Port wiring:
Drawn at 2 px/um.
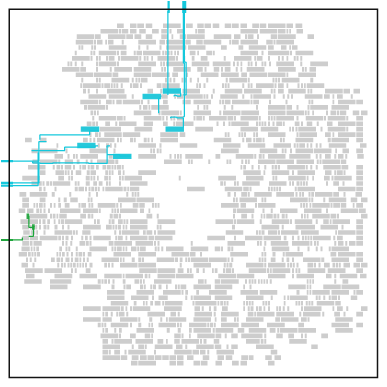
Sequential cells grouped by signal name:
Drawn at 1.5 px/um. Other sequential cells in the stronger grey, the rest of the logic in the fainter grey.
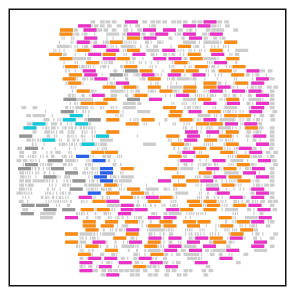
Placement view:
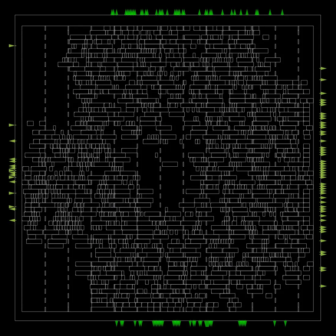
Clock network drawn from the DEF:
Drawn at 1.5 px/um.
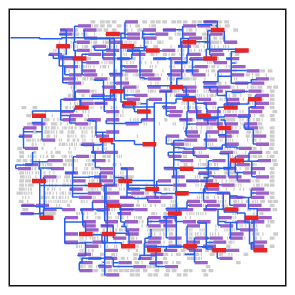
Placed cells, one colour a class:
Drawn at 1.5 px/um.
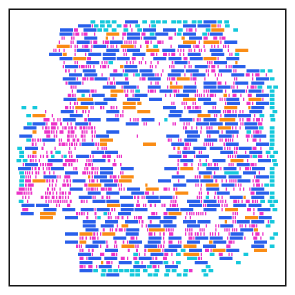
$ cat src/rtl/cmd_read.sv
// SD CMD-line response receiver: waits for a start bit within the Ncr window, then
// shifts in a 48- or 136-bit response and checks transmission bit, end bit and CRC7.
module cmd_read #(
    parameter int unsigned TimeoutCycles = 64
) (
    input  logic         clk_i,
    input  logic         rst_i,
    input  logic         clk_en_p_i,
    input  logic         cmd_i,
    input  logic         start_rx_i,
    input  logic         long_resp_i,
    input  logic         check_crc_i,
    output logic         busy_o,
    output logic         rx_done_o,
    output logic [119:0] resp_o,
    output logic [5:0]   index_o,
    output logic         timeout_err_o,
    output logic         crc_err_o,
    output logic         frame_err_o
);

    localparam logic [7:0] LP_TIMEOUT = 8'(TimeoutCycles);

    typedef enum logic [1:0] {
        IDLE,
        WAIT_START,
        RECEIVE,
        DONE
    } state_t;

    state_t         r_state;
    state_t         w_state_next;
    logic [7:0]     r_wait_cnt;
    logic [7:0]     r_bit_cnt;
    logic           r_long;
    logic           r_check_crc;
    // Bit k of the response (k >= 1) sits in r_shift[k-1] once the final bit arrives on
    // cmd_i; the start bit is known to be 0 and is not stored.
    logic [133:0]   r_shift;
    logic [6:0]     r_crc;
    logic [119:0]   r_resp;
    logic [5:0]     r_index;
    logic           r_timeout_err;
    logic           r_crc_err;
    logic           r_frame_err;

    logic           w_accept;
    logic [7:0]     w_wait_next;
    logic           w_timeout;
    logic [7:0]     w_bit_idx;
    logic           w_last_bit;
    logic           w_crc_en;
    logic           w_crc_fb;
    logic [6:0]     w_crc_next;

    assign w_accept    = (r_state == IDLE) && start_rx_i;
    assign w_wait_next = r_wait_cnt + 8'd1;
    assign w_timeout   = (w_wait_next == LP_TIMEOUT);
    assign w_bit_idx   = r_bit_cnt + 8'd1;
    assign w_last_bit  = (w_bit_idx == (r_long ? 8'd136 : 8'd48));
    assign w_crc_en    = r_long ? ((w_bit_idx >= 8'd9) && (w_bit_idx <= 8'd128))
                                : (w_bit_idx <= 8'd40);
    assign w_crc_fb    = r_crc[6] ^ cmd_i;
    assign w_crc_next  = {r_crc[5:3], r_crc[2] ^ w_crc_fb, r_crc[1:0], w_crc_fb};

    always_comb begin
        w_state_next = r_state;
        case (r_state)
            IDLE: begin
                if (start_rx_i) w_state_next = WAIT_START;
            end
            WAIT_START: begin
                // The timeout edge wins over a start bit seen on that same edge.
                if (clk_en_p_i) begin
                    if (w_timeout)   w_state_next = DONE;
                    else if (!cmd_i) w_state_next = RECEIVE;
                end
            end
            RECEIVE: begin
                if (clk_en_p_i && w_last_bit) w_state_next = DONE;
            end
            DONE:    w_state_next = IDLE;
            default: w_state_next = IDLE;
        endcase
    end

    always_ff @(posedge clk_i or posedge rst_i) begin
        if (rst_i) r_state <= IDLE;
        else       r_state <= w_state_next;
    end

    always_ff @(posedge clk_i or posedge rst_i) begin
        if (rst_i) begin
            r_wait_cnt    <= '0;
            r_bit_cnt     <= '0;
            r_long        <= 1'b0;
            r_check_crc   <= 1'b0;
            r_shift       <= '0;
            r_crc         <= '0;
            r_resp        <= '0;
            r_index       <= '0;
            r_timeout_err <= 1'b0;
            r_crc_err     <= 1'b0;
            r_frame_err   <= 1'b0;
        end else begin
            if (w_accept) begin
                r_long        <= long_resp_i;
                r_check_crc   <= check_crc_i;
                r_wait_cnt    <= '0;
                r_bit_cnt     <= '0;
                r_crc         <= '0;
                r_timeout_err <= 1'b0;
                r_crc_err     <= 1'b0;
                r_frame_err   <= 1'b0;
            end else if (clk_en_p_i && (r_state == WAIT_START)) begin
                r_wait_cnt <= w_wait_next;
                if (w_timeout) begin
                    r_timeout_err <= 1'b1;
                end else if (!cmd_i) begin
                    r_bit_cnt <= 8'd1;
                    r_crc     <= '0;
                end
            end else if (clk_en_p_i && (r_state == RECEIVE)) begin
                r_shift   <= {r_shift[132:0], cmd_i};
                r_bit_cnt <= w_bit_idx;
                if (w_crc_en) r_crc <= w_crc_next;
                if (w_last_bit) begin
                    if (r_long) begin
                        r_resp      <= r_shift[126:7];
                        r_index     <= '0;
                        r_frame_err <= r_shift[133] | ~cmd_i;
                    end else begin
                        r_resp      <= {88'b0, r_shift[38:7]};
                        r_index     <= r_shift[44:39];
                        r_frame_err <= r_shift[45] | ~cmd_i;
                    end
                    r_crc_err <= r_check_crc && (r_crc != r_shift[6:0]);
                end
            end
        end
    end

    assign busy_o        = (r_state == WAIT_START) || (r_state == RECEIVE);
    assign rx_done_o     = (r_state == DONE);
    assign resp_o        = r_resp;
    assign index_o       = r_index;
    assign timeout_err_o = r_timeout_err;
    assign crc_err_o     = r_crc_err;
    assign frame_err_o   = r_frame_err;

endmodule

$ cat config.mk
export PLATFORM = sky130hd
export DESIGN_NAME = cmd_read
export DESIGN_NICKNAME = d
export VERILOG_FILES = /design/src/rtl/cmd_read.sv
export SDC_FILE = /design/constraint.sdc
export NUM_CORES = 1
export LEC_CHECK = 0
export ABC_AREA = 1
export CORE_MARGIN = 4
export CORE_UTILIZATION = 40
export CTS_CLUSTER_DIAMETER = 40
export DETAILED_ROUTE_END_ITERATION = 10
export GPL_ROUTABILITY_DRIVEN = 1
export HOLD_SLACK_MARGIN = 0.15
export MAX_ROUTING_LAYER = met4
export PLACE_DENSITY = 0.65
export SLEW_MARGIN = 20
export SYNTH_ARGS = -nofsm -noshare
export SYNTH_HDL_FRONTEND = slang
export SYNTH_SLANG_ARGS = --single-unit
$ cat constraint.sdc
create_clock -name clk_i -period 8.8 [get_ports clk_i]
set_clock_uncertainty 0.15 [all_clocks]
set_input_delay 1.32 -clock clk_i [delete_from_list [all_inputs] [get_ports clk_i]]
set_output_delay 1.32 -clock clk_i [all_outputs]
set_load 0.005 [all_outputs]
==> Slide: Implementation Results <==
Synthesis and Place & Route Summary

Worst setup path
  – RR Startpoint: r_state[0]$_DFFE_PP0P_
  – CP arrival: 4.48 ns
  – Largest stage delay on the critical path: 0.83 ns
  – CP max stage cell: buf_4

Clock network
  – Cts bufs inserted: 42
  – Post_cts resized: 0
  – CTS sink count: 290
  – H-tree Lvls: 2
  – Post-CTS setup buffer count: 0
  – CTS max path bufs: 3
  – Hold-fix buffers at CTS: 0
  – CTS tree: built

Floorplan
  – DIE AREA: 33,600 um2
  – Core area: 30,000 um2
  – Rows: 63
  – Die Width: 183 um

Worst hold path
  – Hold Path Stages: 2
  – Worst min path class: register to register

Synth
  – Yosys warning count: 0
  – Post-synth seq share: 59.0%
  – Largest logic family: simple AND/OR/NAND/NOR gates
  – XOR/XNOR Fraction of Synth Area: 0.783%
  – Top FF cell, synth: dfrtp_1
  – Top-area cell share: 59.0%
  – Simple share: 21.7%

Place
  – Pre-CTS setup slack: 4.13 ns

Power
  – Max VDD drop: 0.175 mV
  – Clk. pwr: 1.76 mW

STA
  – Max Transition Viols Final: 0
  – Fin Hold WS: 0.322 ns
  – Final period utilization: 47.8%
  – Fin crit period: 4.20 ns
  – Worst rel slew slack: 29.0%
  – FMAX: 238 MHz

Layout
  – Antenna diode count: 0
  – FF/Latch Area: 7260 um2
  – Data buffer area share: 9.68%
  – Most instantiated logic cells after routing: nand2_1, dfrtp_1, clkdlybuf4s50_1
  – Layout Nets: 1,478
  – Area Overhead vs Synth: 24.6%
  – Post-Layout Inst Area: 15,300 um2

GRT
  – Antenna violations before repair: 0
  – Overflow after GRT: 0

Routing
  – Via-per-instance ratio: 4.72
  – Met1 WL: 11.9 mm
  – DRT iter0 DRCs: 789
  – Via count: 8,890
  – Max Used Layer: met4

Run status
  – Status: complete, no violations

Run
  – Tool warnings: 38
About 'port wiring':
legend:
  cyan:
    port: index_o
    bits: 6
    direction: output
    end_cells: 6
    buffers: 6
    wire: 381 um
  green:
    port: start_rx_i
    bits: 1
    direction: input
    end_cells: 2
    buffers: 1
    wire: 22.9 um

About 'sequential cells grouped by signal name':
legend:
  orange:
    netlist_name: r_shift
    sequential_cells: 134
  blue:
    netlist_name: r_crc
    sequential_cells: 7
  magenta:
    netlist_name: resp_o
    sequential_cells: 120
  cyan:
    netlist_name: r_bit_cnt
    sequential_cells: 8
    where: middle left
not coloured: 21

About 'placement view':
Final Non-Filler Cells: 1,885
Final Util: 51.2%
fillers: 2,756

About 'clock network drawn from the DEF':
legend:
  red:
    item: clock drivers
    count: 42
  purple:
    item: flip-flops
    count: 290
  blue:
    item: clock wires
    length: 3,740 um
routed clock nets: 43
flops lie: widely spread

About 'placed cells, one colour a class':
legend:
  cyan:
    class: remaining buffers and delay cells
    cells: 147
    share_of_their_area: 10%
  blue:
    class: sequential cells
    cells: 290
    share_of_their_area: 49%
  orange:
    class: clock drivers and dummy loads
    cells: 77
    share_of_their_area: 10%
  magenta:
    class: combinational and other logic
    cells: 981
    share_of_their_area: 31%

Power figures rest on the tool's default switching activity, not on a simulated workload.
